Run 1, signal wires on met1:
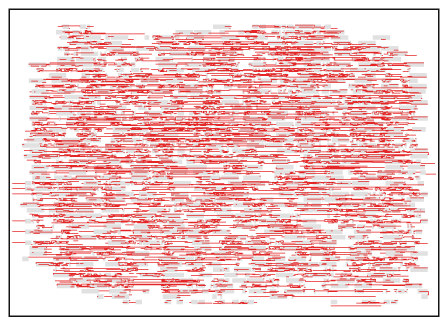
Run 1, signal wires on met2:
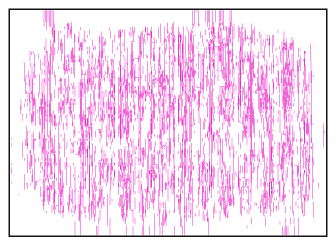
Run 1, signal wires on met3:
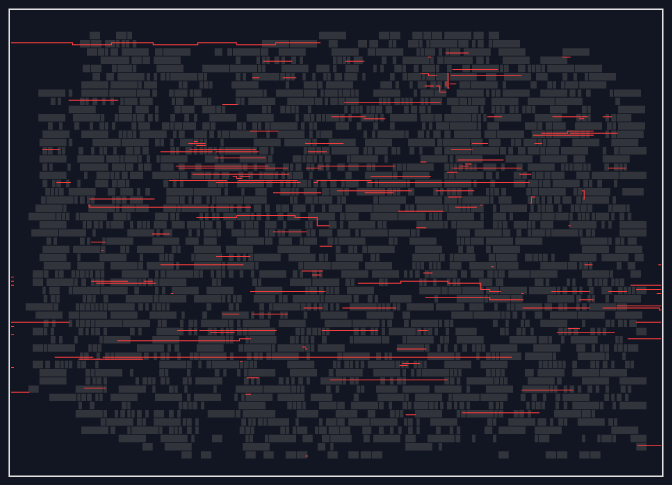
==> config.mk <==
export PLATFORM = sky130hd
export DESIGN_NAME = frame_window_sched_flat
export DESIGN_NICKNAME = d
export VERILOG_FILES = /design/src/rtl/frame_pkg.sv /design/src/rtl/frame_window_sched_if.sv /design/src/rtl/frame_win_hit.sv /design/src/rtl/frame_window_sched.sv /design/src/flat_wrapper.sv
export SDC_FILE = /design/constraint.sdc
export NUM_CORES = 1
export LEC_CHECK = 0
export ABC_AREA = 1
export CORE_ASPECT_RATIO = 0.7
export CORE_MARGIN = 5
export CORE_UTILIZATION = 50
export CTS_CLUSTER_DIAMETER = 150
export DETAILED_ROUTE_END_ITERATION = 16
export PLACE_DENSITY_LB_ADDON = 0.12
export SLEW_MARGIN = 20
export SYNTH_ARGS = -nofsm -noshare
export SYNTH_HDL_FRONTEND = slang
export SYNTH_HIERARCHICAL = 1
export SYNTH_SLANG_ARGS = --single-unit
==> constraint.sdc <==
create_clock -name clk -period 1.65 [get_ports clk]
set_input_delay 0.33 -clock clk [delete_from_list [all_inputs] [get_ports clk]]
set_output_delay 0.33 -clock clk [all_outputs]
set_load 0.005 [all_outputs]
==> impl_metrics.py, run 1 <==
# Flow results
metrics = {
    "final_layout": {
        "multi_input_comb_cells": 1202,
        "final_core_util_pct": 61.67,
        "filler_cell_count": 2470,
        "final_cell_mix": "sky130_fd_sc_hd__nand2_1, sky130_fd_sc_hd__dfrtp_1, sky130_fd_sc_hd__inv_1",
        "ff_latch_area_um2": 7291,
        "nNonClkInverters": 167,
        "area_share_nonclk_buffers_pct": 8.916,
        "final.clkbuf_count": 40,
        "nets": 2028,
    },
    "grt": {
        "grt_first_pass_wirelength_mm": 62.21,
        "grt_pass1_vias": 11420,
        "pin_count_of_the_biggest_net_entering_global_routing": 67,
        "global_route.usage.total_pct": 23.03,
    },
    "synth": {
        "synth-adder-area-share_pct": 11.15,
        "post_synth_main_logic_family": "simple AND/OR/NAND/NOR gates",
        "ys_sh_xor_pct": 0,
        "yosysWarningCount": 6,
        "synth_flop_count": 291,
        "ys_cells": 1738,
        "yosysChipArea_um2": 14810,
        "synth_sequential_area_ratio_pct": 49.18,
        "synth-compound-area-share_pct": 12.50,
    },
    "timing": {
        "max_freq_ghz": 0.5453,
        "setup_slack_ps": -183.7,
        "skew_ps": 8.144,
        "finalHoldViolCount": 0,
        "final_tally_of_setup_violations": 3,
        "timing_worst_slew_pin_value_ps": 469.7,
        "slew_headroom_pct": 68.69,
    },
    "clocking": {
        "post_cts.resized_instances": 49,
        "total_number_of_clock_tree_sinks": 291,
        "cts_htree_levels": 1,
        "cts_tree": "built",
        "tritoncts.num_buffers": 28,
    },
    "critical_path": {
        "cp.buffers_inverters": 1,
        "worst-setup-path-type": "reg2reg",
        "worst-path-max-fanout": 5,
        "critical-path-top-delay-family": "simple AND/OR/NAND/NOR gates",
        "critical_path_cell_count": 11,
        "reg2regPathDepth": 11,
        "cp-end-kind": "flop",
    },
    "placement": {
        "final_estimated_routing_congestion_in_global_placement": 0.8930,
        "place.port_buffers": 64,
    },
    "drt": {
        "drt_drc_violations_left": 0,
        "route.antenna.remaining_nets": 0,
    },
    "worst_hold_path": {
        "holdPathStages": 1,
    },
    "pwr": {
        "vdd.ir_drop.worst_v": 0.0005741,
        "cellLeakagePower_nw": 8.488,
    },
    "floorplanning": {
        "row_count": 52,
        "io_pins": 65,
    },
    "status": {
        "run_status": "finished, violations left",
        "failed_checks": "negative setup slack",
    },
}
About 'signal wires on met1':
nets with wire on the layer: 1914
wire length on this layer: 19200 um
routed vias: 11730
M1 GR Usage: 35.74%
detailed-route wire length: 38.97 mm

About 'signal wires on met2':
share of all routed wire: 44%
main direction: vertical
M2 GR Usage: 34.68%

About 'signal wires on met3':
nets with wire on the layer: 103
main direction: horizontal
global-route track usage on met3: 3.145%

-- run 1: where the power goes --
| part | leakage, nW | switching, mW | internal [mW] |
|---|---|---|---|
| logic | 4.32 | 1.37 | 0.948 |
| registers | 3.73 | 0.353 | 7.75 |
| clock network | 0.443 | 2.74 | 3.69 |
| total | 8.49 | 4.47 | 12.4 |
-- run 1: per-stage QoR --
| stage | hold slack (ps) | power, mW | cells | cell area (um^2) |
|---|---|---|---|---|
| CTS | 212.3 | 16.88 | 2231 | 17430 |
| global route | 246.6 | 17.68 | 2233 | 17930 |
| global placement | 299.2 | 10.30 | 2176 | 16320 |
| detailed placement | 290.6 | 10.37 | 2176 | 16320 |
| finish | 246.1 | 16.86 | 2233 | 17930 |
| floorplan | 34.41 | 9.403 | 1738 | 14810 |
-- run 1: cells in the mapped netlist (all sizes together) --
| cell type | instances | area (um^2) |
|---|---|---|
| nand2 | 530 | 2002 |
| dfrtp | 291 | 7282 |
| o21ai | 247 | 1236 |
| inv | 166 | 625.6 |
| ha | 132 | 1652 |
| nand3 | 88 | 455.4 |
| nor2 | 86 | 350.3 |
| a21oi | 83 | 445.4 |
| buf | 60 | 401.6 |
| clkbuf | 18 | 68.81 |
| o21a | 11 | 82.58 |
| nand4 | 10 | 77.57 |
| o21bai | 5 | 37.54 |
| a21boi | 3 | 26.27 |
| a21o | 3 | 22.52 |
| nand3b | 2 | 15.01 |
| and2 | 1 | 6.260 |
| clkinv | 1 | 3.750 |
| nor3 | 1 | 16.27 |
-- run 1: routing by layer --
metal / track usage [%] / wire length [um] / part of all wire [%]
met2: 34.68 / 17250 / 44
met3: 3.145 / 1868 / 4.8
met1: 35.74 / 19170 / 49
met4: 4.782 / 682 / 1.7
met5: 0 / 0 / 0
Run 1, met4 routing:
Bar = 50 um.
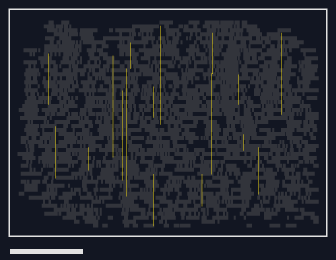

==> run 2: changes to the inputs <==
CORE_ASPECT_RATIO = 1.5   (was 0.7)
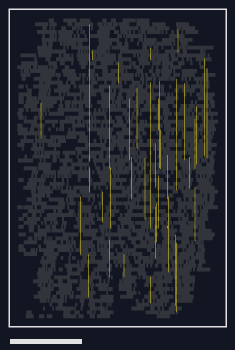
Run 2: met4 routing
Bar = 50 um.
wire length on this layer: 1510 um
longest straight run: 95.2 um
nets with wire on the layer: 31
main direction: vertical
share of all routed wire: 4.0%
detailed-route wire length: 37.58 mm
routed vias: 11700

==> run 2 against run 1 <==
Compared with the run above: non-clock buffer count grew 5; utilization fell by 1.5 points; die area barely moved; fmax down 1.2%; sequential share of layout area increased by 0.61 points; the run still ends with negative setup slack left; register-to-register slack worse by 20 ps; clock power shrank 3.1%; via count fell by 0.30%; worst setup slack lost 22 ps.
==> impl_metrics.py, run 2 <==
# Flow results
metrics = {
    "critical_path": {
        "slowest_stage": "sky130_fd_sc_hd__dfrtp_2",
        "setup.worst_path.start_class": "flop",
        "cpMostUsedCell": "sky130_fd_sc_hd__nand2_1",
        "critical-path-max-stage-delay_ps": 440,
        "path_cells": "buf_6, ha_1, nand2_2, nor2_1, nor2_2, nand2_1, nand2_1, nand2_1, inv_2, nand2_1, nor2_2, nand2_1, a21oi_2",
        "cp-end-kind": "flop",
        "reg2regPathDepth": 13,
        "worst-path-max-fanout": 4,
        "worst-setup-path-type": "reg2reg",
    },
    "synth": {
        "edf_count": 0,
        "gate_count_after_technology_mapping": 1738,
        "ys_async_sr_fraction_pct": 100.0,
        "ys_cells": 1738,
        "yosysWarningCount": 6,
        "synth_flop_count": 291,
        "yosysChipArea_um2": 14810,
        "post_synth.cell_area_avg_um2": 8.519,
        "synth.top_cell.area_share_pct": 49.18,
        "synth.cell_area_um2": 14810,
        "top_area_cell": "sky130_fd_sc_hd__dfrtp_1",
        "synth.most_common_cell": "sky130_fd_sc_hd__nand2_1",
        "synth.cells.most_frequent": "sky130_fd_sc_hd__nand2_1, sky130_fd_sc_hd__dfrtp_1, sky130_fd_sc_hd__inv_1",
        "synth_sequential_area_ratio_pct": 49.18,
        "top_cells_by_area": "sky130_fd_sc_hd__dfrtp_1, sky130_fd_sc_hd__nand2_1, sky130_fd_sc_hd__ha_1",
        "synthFlopType": "sky130_fd_sc_hd__dfrtp_1",
    },
    "pwr": {
        "power_density_nw_per_um2": 937.6,
        "vdd.ir_drop.worst_v": 0.0007702,
        "cellLeakagePower_nw": 8.482,
    },
    "timing": {
        "final_tally_of_setup_violations": 3,
        "slew_headroom_pct": 71.70,
        "finalHoldViolCount": 0,
        "rsz0062_at_grt": "true",
        "fin_worst_hold_slack_ps": 288.7,
        "max_freq_ghz": 0.5389,
        "slew_violations": 0,
        "skew_ps": 11.28,
        "timing_worst_slew_pin_value_ps": 424.5,
        "setup_slack_ps": -205.6,
    },
    "placement": {
        "final_estimated_routing_congestion_in_global_placement": 0.9009,
        "place.port_buffers": 64,
        "placedInstanceArea_um2": 16410,
    },
    "final_layout": {
        "antenna-diode-count": 0,
        "filler_cell_count": 2594,
        "syn_to_final_growth_pct": 19.37,
        "final_cell_mix": "sky130_fd_sc_hd__nand2_1, sky130_fd_sc_hd__dfrtp_1, sky130_fd_sc_hd__inv_1",
        "nets": 2034,
        "layout_cell_share_with_drive_strength_beyond_1_pct": 12.67,
        "post-route-cell-area_um2": 17670,
    },
    "drt": {
        "drt_drc_violations_left": 0,
        "dr.first_iter.drc_count": 737,
        "route.antenna.remaining_nets": 0,
        "post_drt_wl_per_cell_um": 16.65,
    },
    "clocking": {
        "tritoncts.num_buffers": 29,
        "cts_htree_levels": 1,
        "total_number_of_clock_tree_sinks": 291,
        "cts_tree": "built",
    },
    "worst_hold_path": {
        "min_path_type": "in2async",
    },
    "floorplanning": {
        "row_count": 77,
        "fp.coreArea_um2": 29380,
        "io_pins": 65,
        "floorplan.die.width_um": 150.5,
    },
    "grt": {
        "pin_count_of_the_biggest_net_entering_global_routing": 67,
        "grt_first_pass_wirelength_mm": 61.51,
        "globalRoute.totalOverflow": 0,
        "global_route.usage.total_pct": 23.31,
        "grt_pass1_vias": 11810,
    },
    "status": {
        "failed_checks": "negative setup slack",
        "run_status": "finished, violations left",
    },
    "run": {
        "timing.max_cap.violations": 0,
    },
}
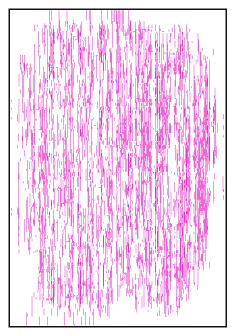
Run 2: signal wires on met2
longest straight run: 136 um
share of all routed wire: 51%
main direction: vertical
M2 GR Usage: 41.07%

-- run 2: cell families (layout without fill, tap and decap cells) --
kind of cell	count (synthesis)	count (layout)	share of synthesized area [%]
AND/OR/NAND/NOR	718	718	19.74
AND-OR/OR-AND	352	352	12.50
adder cells (fa/ha/maj)	132	132	11.15
flip-flops	291	291	49.18
buffers and inverters	245	369	7.428
-- run 2: per-layer routing --
layer  wire length, um  share of wire (%)  global-route usage (%)
met1             15730                 42                   29.57
met2             18990                 51                   41.07
met3              1346                3.6                   2.418
met4              1508                4.0                   8.730
met5                 0                  0                       0
-- run 2: area by class of cell --
cell class	count	area, um^2	area share (%)
clock inverters	9	73.82	0.4177
inverters	167	631.9	3.575
flip-flops and latches	291	7292	41.26
multi-input cells	1202	6748	38.18
clock buffers	41	810.8	4.587
well taps	395	494.2	2.796
repair buffers	152	1624	9.189
-- run 2: power by group --
group | internal [mW] | total [mW] | switching (mW)
Sequential | 7.75 | 8.10 | 0.345
Clock | 3.55 | 6.24 | 2.69
Combinational | 0.915 | 2.24 | 1.32
Total | 12.2 | 16.6 | 4.35
-- run 2: critical path, delay by kind of cell, from the launching register on --
kind            cells  cell delay [ps]
buf+inv             2              190
flops               1              440
fa+ha+maj           1              280
simple gates        9              740
compound gates      1              110
-- run 2: repair_timing --
item	CTS	global route
pin swaps	17	16
hold buffers	1	0
setup endpoints to repair	9	3
gates resized	60	28
endpoints found under the hold margin	39	0
buffers inserted	3	2
-- run 2: per-stage QoR --
step	setup WS (ps)	util, %	instances	power [mW]	setup TNS, ps
CTS	-169.3	59.68	2255	16.72	-483.1
detailed placement	-292.7	55.83	2201	10.36	-5340
global placement	-251.4	55.83	2201	10.29	-4149
global route	-306.1	60.15	2257	17.43	-884.3
finish	-205.6	60.15	2257	16.57	-533.5
floorplan	31.80	-	1738	9.403	0
Power is estimated from default activity; no workload was simulated.
